--- src/rtl/card_shoe.sv ---
// card_shoe: finite-shoe rank dealer; SHOE_AUTO_RESHUFFLE_EN refills an empty shoe on the next request
module card_shoe #(
  parameter int DECKS = 1,
  parameter int CW = $clog2(52 * DECKS + 1)
) (
  input  logic          CLOCK_50,
  input  logic          reset,
  input  logic          req,
  output logic [3:0]    card_out,
  output logic          card_valid,
  output logic          busy,
  output logic          empty,
  output logic [CW-1:0] cards_left
);
  localparam int MAXR = 4 * DECKS;
  localparam int NW = $clog2(MAXR + 1);
  localparam logic [NW-1:0] MAXV = NW'(MAXR);
  localparam logic [CW-1:0] FULL = CW'(52 * DECKS);
`ifdef SHOE_AUTO_RESHUFFLE_EN
  localparam bit RESHUF = 1'b1;
`else
  localparam bit RESHUF = 1'b0;
`endif
  typedef enum logic {IDLE, SEARCH} state_t;
  state_t state_q, state_d;
  logic [3:0] ctr_q, ctr_d, cand_q, cand_d, card_out_q, card_out_d, idx;
  logic card_valid_q, card_valid_d;
  logic [CW-1:0] cards_left_q, cards_left_d;
  logic [NW-1:0] cnt_q [13];
  logic [NW-1:0] cnt_d [13];
  assign idx = cand_q - 4'd1;
  assign card_out = card_out_q;
  assign card_valid = card_valid_q;
  assign busy = state_q == SEARCH;
  assign cards_left = cards_left_q;
  assign empty = cards_left_q == '0;
  // Next state: free-running rank counter, request capture, and linear search past exhausted ranks
  always_comb begin
    state_d = state_q;
    ctr_d = (ctr_q == 4'd13) ? 4'd1 : ctr_q + 4'd1;
    cand_d = cand_q;
    card_out_d = card_out_q;
    card_valid_d = 1'b0;
    cards_left_d = cards_left_q;
    cnt_d = cnt_q;
    if (state_q == IDLE) begin
      if (req && (!empty || RESHUF)) begin
        cand_d = ctr_q;
        state_d = SEARCH;
        if (empty) begin
          cnt_d = '{default: '0};
          cards_left_d = FULL;
        end
      end
    end else if (cnt_q[idx] < MAXV) begin
      cnt_d[idx] = cnt_q[idx] + NW'(1);
      card_out_d = cand_q;
      card_valid_d = 1'b1;
      cards_left_d = cards_left_q - CW'(1);
      state_d = IDLE;
    end else begin
      cand_d = (cand_q == 4'd13) ? 4'd1 : cand_q + 4'd1;
    end
  end
  // State registers; reset aborts any search in progress and refills the shoe
  always_ff @(posedge CLOCK_50 or posedge reset) begin
    if (reset) begin
      state_q <= IDLE;
      ctr_q <= 4'd1;
      cand_q <= 4'd1;
      card_out_q <= 4'd0;
      card_valid_q <= 1'b0;
      cards_left_q <= FULL;
      cnt_q <= '{default: '0};
    end else begin
      state_q <= state_d;
      ctr_q <= ctr_d;
      cand_q <= cand_d;
      card_out_q <= card_out_d;
      card_valid_q <= card_valid_d;
      cards_left_q <= cards_left_d;
      cnt_q <= cnt_d;
    end
  end
endmodule

--- config.mk ---
export PLATFORM = sky130hd
export DESIGN_NAME = card_shoe
export DESIGN_NICKNAME = d
export VERILOG_FILES = /design/src/rtl/card_shoe.sv
export SDC_FILE = /design/constraint.sdc
export NUM_CORES = 1
export LEC_CHECK = 0
export CAP_MARGIN = 20
export CORE_ASPECT_RATIO = 0.7
export CORE_MARGIN = 2
export CORE_UTILIZATION = 45
export DETAILED_ROUTE_END_ITERATION = 10
export PLACE_DENSITY = 0.7
export SLEW_MARGIN = 25
export SYNTH_ARGS = -nofsm -noshare
export SYNTH_HDL_FRONTEND = slang
export SYNTH_SLANG_ARGS = --single-unit
--- constraint.sdc ---
create_clock -name CLOCK_50 -period 4.3 [get_ports CLOCK_50]
set_input_delay 0.43 -clock CLOCK_50 [delete_from_list [all_inputs] [get_ports CLOCK_50]]
set_output_delay 0.43 -clock CLOCK_50 [all_outputs]
set_load 0.005 [all_outputs]
==> impl_metrics.yaml, run 1 <==
# yosys + openroad results
yosys:
  ys.flop_type: "dfrtp_1"
  edf_count: 0
  mux_area_share_pct: 27.1
  netlist_instances: 230
  yosys_cells: 230
  avgSynthCellArea_sq_um: 13.3
  ys_area_sq_um: 3070
  syn-cell-area_sq_um: 3070
  ys_sh_aoi_pct: 6.16
  ys_sh_simple_pct: 8.98
  ys_ff: 59
  ys_seq_share_pct: 48.4
  adder_share_pct: 4.08
  synthArstFlopShare_pct: 100
  fp_nets: 243
  ys_sh_xor_pct: 2.24
global_route:
  grt_pass1_wl_um: 10100
  first_global_vias: 1901
  met3_usage_pct: 4.89
  grt_antenna_before_repair: 0
  grt-busiest-layer: "met1"
  grtUsageTotal_pct: 18.4
  grt_max_degree: 38
  grt_use_met2_pct: 23.9
  gr-total-overflow: 0
clock_network:
  cts_tree: "built"
  holdBufCountCts: 0
  clock-sinks: 59
  postCtsSetupBuffers: 0
  post_cts_resize_count: 0
  clk_pin_slew_ns: 0.06
  htreeDepth: 3
pwr:
  swShare_pct: 21.0
  power_leader: "registers"
  seq_power_mw: 0.555
  power_mw: 1.04
  p_leak_nw: 1.66
  powerDensity_nw_per_um2: 301
  p_seq_share_pct: 53.3
  p_switching_mw: 0.218
layout:
  antennaDiodeCount: 0
  drive_gt1_share_pct: 31.3
  clock_area_share_pct: 5.16
  syn_to_final_growth_pct: 13.1
  n_all_inverters: 9
  final_common_cell: "dfrtp_1"
  regMostFlops: "cnt_q"
  comb-cell-share_pct: 42.9
  fin_nets: 260
  nMultiInputCombCells: 151
  signal_buffers: 17
  final_layout_top_logic_cells: "54 x dfrtp_1, 41 x mux2_2, 15 x clkdlybuf4s50_1"
  regArea_sq_um: 1480
  num-fill-cells: 564
  largest_register_ffs: 39
  final_cells: 346
  nFlopsAndLatches: 59
  clock_buffers: 13
  layout.area.comb_sq_um: 1490
  largest_cell_class: "combinational gates"
timing:
  fin_tns_setup_ns: 0
  post-route-min-period_ns: 3.65
  rsz0062_at_grt: "no"
  fin_ws_ns: 0.653
  finalSetupViolCount: 0
  slew_viol_final: 0
  tightest_slew_ns: 0.665
  slew_headroom_pct: 55.6
  finalHoldViolations: 0
  fmax_mhz: 274
  hold_ws_ns: 0.422
  fin_crit_sh_pct: 84.8
setup_path:
  startpoint_type: "flop"
  cpLargestDelayFamily: "adder cells"
  endpoint_kind: "flop"
  critPathLaunch: "cand_q[0]"
  r2r_cells: 8
  cp_cell_sequence: "inv_1, ha_1, mux4_1, mux2_2, o21ai_0, inv_1, ha_1, mux2_2"
  arrival_ns: 3.87
  r2r_slack_ns: 0.65
  path_buffers: 2
  critPathMaxFanout: 21
  slowest_delay_ns: 0.87
  critPathKind: "reg -> reg"
  worst-path-stages: 8
  required_ns: 4.52
  worst_path_max_delay_cell: "dfstp_2"
route:
  drtIter0Drc: 124
  drt-total-wl_um: 5920
  vias: 1878
  ant_nets: 0
  wl_met3_um: 224
  route.met2.wl_um: 2400
  firstDrtPassIters: 4
  drc: 0
  wl_met1_um: 3180
  top_layer: "met4"
placement:
  hpwl_um: 4200
  port_buffers: 15
  dp.cells: 330
  place.gp.congestion: 0.885
  place_ws_ns: 0.661
  post_dp_cell_area_sq_um: 3290
run:
  warnings: 33
die:
  die-area_sq_um: 7500
  initCoreUtil_pct: 46.0
  pin_count: 16
  tap_cells: 94
status:
  status: "complete, no violations"
hold_path:
  hp-class: "in -> async"
==> run 1: cell usage after synthesis (all sizes together), types with 4 or more instances <==
library cell,number,share of area [%]
dfrtp,54,44
mux2,47,18
nor2,13,1.6
ha,10,4.1
nand2,10,1.5
inv,9,1.1
mux4,9,7.3
o21ai,9,1.5
buf,6,1.4
mux2i,6,2.0
nand3,6,0.98
clkbuf,5,0.61
dfstp,5,4.3
xor2,5,1.4
nand4,4,0.82
==> run 1: worst paths after layout <==
check | end
worst max-delay path | cnt_q[13]
worst min-delay path | cnt_q[19]
worst max register to register | cnt_q[13]
worst min register to register | cnt_q[25]
max in group asynchronous | cnt_q[12]
min in group CLOCK_50 | cnt_q[25]
Figure 1. Power grid (run 1).
Bar = 20 um. Pins as bars on the die edge.
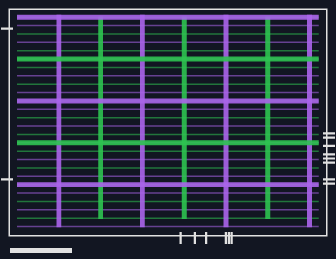
purple -> VSS
green -> VDD
met5 straps = 5
met4 straps = 7
rows = 25
met1 rails = 26
signal pins = 16
Die Y: 73.1 um
CORE AREA: 6660 sq um
VDD IR max: 0.158 mV

Figure 2. Placed cells, one colour a class (run 1).
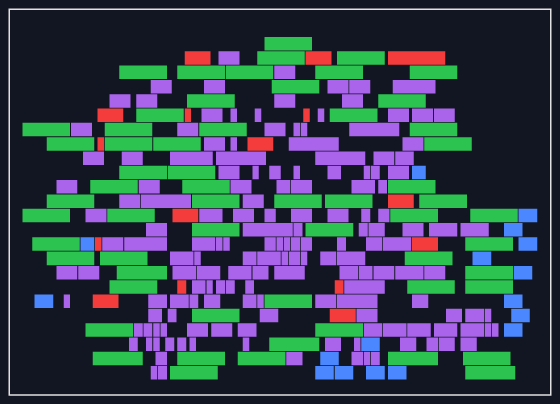
red -> clock drivers and dummy loads  # cells 16
blue -> remaining buffers and delay cells  # cells 17
purple -> remaining logic cells  # cells 160
green -> sequential cells  # cells 59
sequential portion of the cell area: 42.8%
row cnt: 25
post-route cell area: 3470 sq um
final core occ: 52.0%

Figure 3. Routed clock nets over the placement (run 1).
Bar = 20 um.
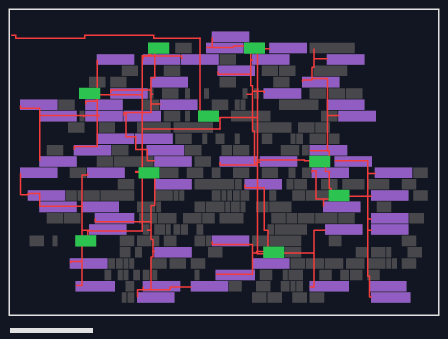
red -> clock wires  # length 779 um
purple -> flip-flops  # count 59
green -> clock-net drivers  # count 9
routed clock nets = 10
flops lie = spread over the die
Late-Pin Clk Latency: 0.34 ns
Clk. pwr: 0.474 mW
clock group share of total power: 45.5%
Clock Skews: 0.00831 ns

Figure 4. Routed metal, one colour a layer (run 1).
Bar = 20 um.
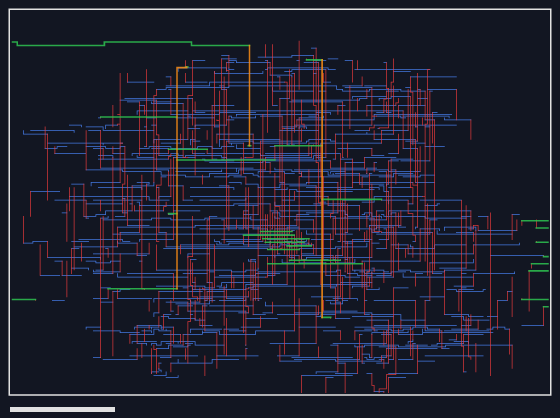

--- run 2 (diff from run 1) ---
- clock period: 4.3 -> 3.6 ns (I/O delays scaled with it)
Figure 5. Routed metal, one colour a layer (run 2).
Bar = 20 um.
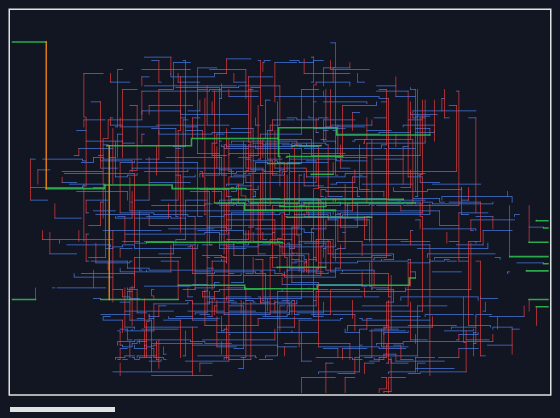
green -> M3  # wire length 380 um
red -> M2  # wire length 2440 um
blue -> M1  # wire length 3190 um
orange -> M4  # wire length 57.1 um
vias: 1894
Routed WL per cell: 17.3 um

Figure 6. Clock nets (run 2).
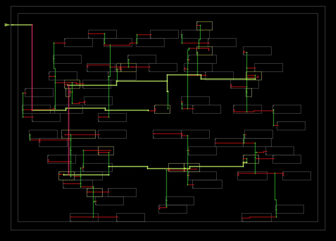
Clock Sinks: 59
clock buffer count: 14
Clock Skews: 0.00816 ns

==> impl_metrics.yaml, run 2 <==
# yosys + openroad results
status:
  status: "complete, no violations"
yosys:
  avgSynthCellArea_sq_um: 13.3
  ys_ff: 59
  ys_seq_share_pct: 48.4
  fp_nets: 243
  ys_sh_aoi_pct: 6.16
  top_cells_by_count: "54 x dfrtp_1, 41 x mux2_2, 13 x nor2_1, 10 x ha_1"
  synthArstFlopShare_pct: 100
  syn-cell-area_sq_um: 3070
  mux_area_share_pct: 27.1
  yosys_cells: 230
  netlist_instances: 230
  yosys.area.top_type: "dfrtp_1"
  topCellsByArea: "dfrtp_1 44%, mux2_2 15%, mux4_1 5.1%, dfstp_2 4.3%, ha_1 4.1%"
  ys_sh_xor_pct: 2.24
  edf_count: 0
  yosys_warnings: 0
  top_area_share_pct: 44.1
  ys_area_sq_um: 3070
  synthTopLogicFamily: "multiplexers"
  ys_sh_simple_pct: 8.98
die:
  pin_count: 16
  die-area_sq_um: 7500
  rows: 25
  initCoreUtil_pct: 46.0
  core_sq_um: 6660
setup_path:
  cp_cell_sequence: "inv_1, ha_1, mux4_1, mux2_2, o21ai_0, inv_1, ha_1, a21boi_0, mux2_2"
  cpLargestDelayFamily: "multiplexers"
  critPathLaunch: "cand_q[0]"
  r2r_end: "cnt_q[5]"
  startpoint_type: "flop"
  worst_path_max_delay_cell: "dfstp_2"
  endpoint_kind: "flop"
  worst-path-stages: 9
  r2r_slack_ns: 0.26
  worstSetupEndpoint: "cnt_q[5]"
  critPathKind: "reg -> reg"
  r2r_cells: 9
  path_buffers: 2
  required_ns: 3.83
  arrival_ns: 3.56
  critPathMaxFanout: 12
  slowest_delay_ns: 0.61
clock_network:
  cts_tree: "built"
  clk_pin_slew_ns: 0.06
  post_cts_resize_count: 0
  clkLatencyLatePin_ns: 0.34
  htreeDepth: 3
  holdBufCountCts: 0
route:
  firstDrtPassIters: 4
  drc: 0
  drtIter0Drc: 97
  drt-total-wl_um: 6070
  ant_nets: 0
layout:
  final_layout_top_logic_cells: "54 x dfrtp_1, 41 x mux2_2, 15 x clkdlybuf4s50_1"
  fin_nets: 264
  largest_register_ffs: 39
  antennaDiodeCount: 0
  regArea_sq_um: 1480
  final_area_sq_um: 3520
  num-fill-cells: 588
  syn_to_final_growth_pct: 15.0
  layout.area.comb_sq_um: 1490
  drive_gt1_share_pct: 33.2
  final_cells: 350
  final_util_pct: 52.9
  regMostFlops: "cnt_q"
pwr:
  power_leader: "registers"
  seq_power_mw: 0.663
  comb-power_mw: 0.0164
  powerDensity_nw_per_um2: 370
  clkPwrFrac_pct: 47.9
  power_mw: 1.30
  p_switching_mw: 0.262
  p_leak_nw: 1.69
  p_seq_share_pct: 50.8
  swShare_pct: 20.1
timing:
  fin_ws_ns: 0.265
  post-route-min-period_ns: 3.34
  fin_tns_setup_ns: 0
  fmax_mhz: 300
  rsz0062_at_grt: "no"
  finalSetupViolCount: 0
  slew_viol_final: 0
  tightest_slew_ns: 0.760
  slew_headroom_pct: 48.9
  fin_crit_sh_pct: 92.6
  hold_ws_ns: 0.427
  finalHoldViolations: 0
placement:
  dp.cells: 334
  hpwl_um: 4300
  port_buffers: 15
  place.gp.congestion: 0.822
  place_ws_ns: 0.320
  post_dp_cell_area_sq_um: 3320
hold_path:
  hp-class: "in -> async"
global_route:
  gr-total-overflow: 0
  grt_antenna_before_repair: 0
  grt_max_degree: 33
  first_global_vias: 1857
  grt_pass1_wl_um: 10100
  grtUsageTotal_pct: 18.6
run:
  warnings: 33
Figure 7. Power grid (run 2).
Bar = 20 um. Pins as bars on the die edge.
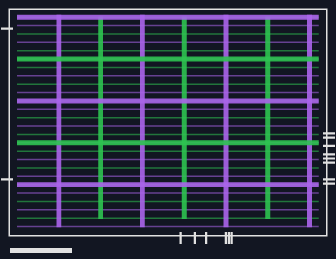
purple -> VSS
green -> VDD
signal pins = 16
met4 straps = 7
rows = 25
met5 straps = 5
met1 rails = 26
VDD IR max: 0.189 mV
Die X: 103 um

[run 2: cell counts after synthesis]
No cell type changed its count.
[run 2: metal layers]
metal | track usage, % | vias to the layer above | share of wire [%]
li1 | - | 895 | -
met1 | 27.8 | 948 | 53
met2 | 24.8 | 47 | 40
met3 | 6.80 | 4 | 6.3
met4 | 6.67 | 0 | 0.94
met5 | 0 | - | 0
[run 2: area by class of cell]
| cell class | instances | area share, % |
|---|---|---|
| flip-flops and latches | 59 | 42.1 |
| well taps | 94 | 3.34 |
| clock buffers | 14 | 4.90 |
| clock inverters | 2 | 0.994 |
| multi-input cells | 151 | 42.2 |
| repair buffers | 21 | 5.54 |
| inverters | 9 | 0.958 |
Figure 8. Routed clock nets over the placement (run 2).
Bar = 20 um.
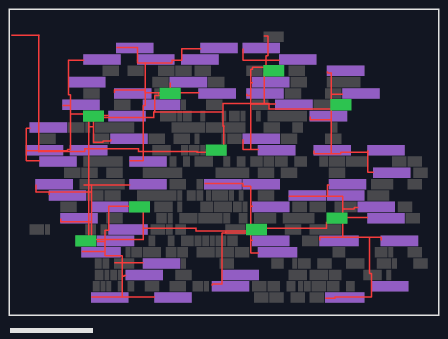

--- run 3 (diff from run 2) ---
- REMOVE_ABC_BUFFERS: default -> 1
Figure 9. Routed clock nets over the placement (run 3).
Bar = 20 um.
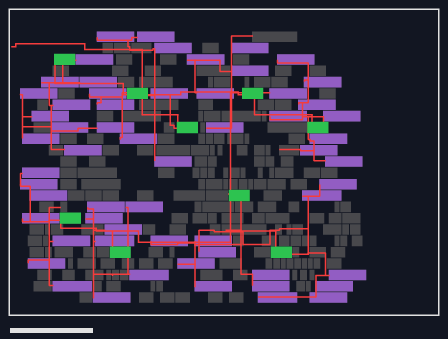
red -> clock wires  # length 809 um
green -> clock-net drivers  # count 9
purple -> flip-flops  # count 59
routed clock nets = 10
Late-Pin Clk Latency: 0.35 ns
Clk. pwr: 0.687 mW

Figure 10. Clock nets (run 3).
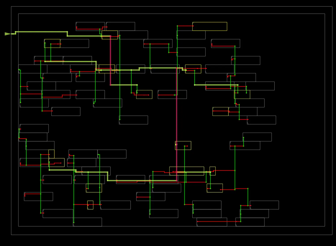
TritonCTS Buffers: 9
seq_cells: 59
clock buffer count: 11

Figure 11. Power grid (run 3).
Bar = 20 um. Pins as bars on the die edge.
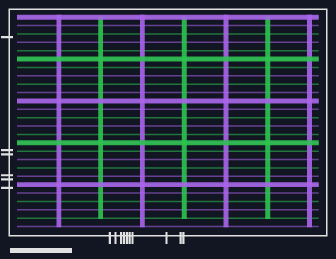
purple -> VSS
green -> VDD
met4 straps = 7
met1 rails = 26
VDD IR max: 0.262 mV

==> impl_metrics.yaml, run 3 <==
# yosys + openroad results
global_route:
  grt_use_met2_pct: 24.7
  grtUsageTotal_pct: 19.0
  grt_pass1_wl_um: 10400
  use_met1_pct: 29.3
  grt_max_degree: 44
  met3_usage_pct: 7.09
  gr-total-overflow: 0
  first_global_vias: 1963
clock_network:
  htreeDepth: 3
  clk_pin_slew_ns: 0.07
  holdBufCountCts: 0
  post_cts_resize_count: 0
  cts_tree: "built"
route:
  drt-total-wl_um: 6020
  drt-wirelength-per-cell_um: 17.1
  wl_met3_um: 266
  route.met2.wl_um: 2510
  firstDrtPassIters: 4
  drc: 0
yosys:
  ys_area_sq_um: 3070
  yosys.area.top_type: "dfrtp_1"
  top_cells_by_count: "54 x dfrtp_1, 41 x mux2_2, 13 x nor2_1, 10 x ha_1"
  ys_sh_xor_pct: 2.24
  avgSynthCellArea_sq_um: 13.3
  edf_count: 0
  ys_ff: 59
  yosys_cells: 230
  ys_sh_aoi_pct: 6.16
  mux_area_share_pct: 27.1
  ys_sh_simple_pct: 8.98
  synthArstFlopShare_pct: 100
setup_path:
  arrival_ns: 3.32
  endpoint_kind: "flop"
  required_ns: 3.83
  cpLargestDelayFamily: "simple AND/OR/NAND/NOR gates"
  slowest_delay_ns: 0.69
  worst_path_max_delay_cell: "or4_1"
  path_buffers: 3
layout:
  layout.area.comb_sq_um: 1490
  regMostFlops: "cnt_q"
  signal_buffers: 24
  num-fill-cells: 557
  largest_register_ffs: 39
  final_util_pct: 53.5
  fin_nets: 267
  drive_gt1_share_pct: 34.7
  clock_area_share_pct: 6.35
  n_all_inverters: 9
  seq-cell-share_pct: 41.6
  final_cells: 353
timing:
  slew_viol_final: 0
  rsz0062_at_grt: "no"
  post-route-min-period_ns: 3.10
  fin_tns_setup_ns: 0
  worst_clock_skew_ns: 0.00871
  slew_headroom_pct: 50.6
  fin_ws_ns: 0.505
  tightest_slew_ns: 0.740
  hold_ws_ns: 0.442
pwr:
  comb-power_mw: 0.0164
  seq_power_mw: 0.663
  p_switching_mw: 0.276
  p_leak_nw: 1.72
  clkPwrFrac_pct: 50.3
die:
  core_sq_um: 6660
  die-area_sq_um: 7500
placement:
  port_buffers: 15
  hpwl_um: 4230
  dp.cells: 337
run:
  warnings: 32
status:
  status: "complete, no violations"
[run 3: netlist changes by cell type in the layout (fill, tap and decap cells not counted), sizes merged]
cell,before,now
buf,6,9
bufinv,1,2
clkbuf,14,11
clkinv,1,4
inv,9,8
[run 3: worst paths after layout]
| path | startpoint | endpoint | slack (ns) | cells after the start |
|---|---|---|---|---|
| setup / recovery | cand_q[0] | cnt_q[5] | 0.50 | 10 |
| max in group asynchronous | reset | cnt_q[13] | 2.56 | 3 |
| min in group CLOCK_50 | cnt_q[23] | cnt_q[23] | 0.50 | 1 |
| hold reg to reg | cnt_q[23] | cnt_q[23] | 0.50 | 1 |
| setup reg to reg | cand_q[0] | cnt_q[5] | 0.50 | 10 |
| hold / removal | reset | card_out[1] | 0.44 | 2 |
Power is estimated from default activity; no workload was simulated.
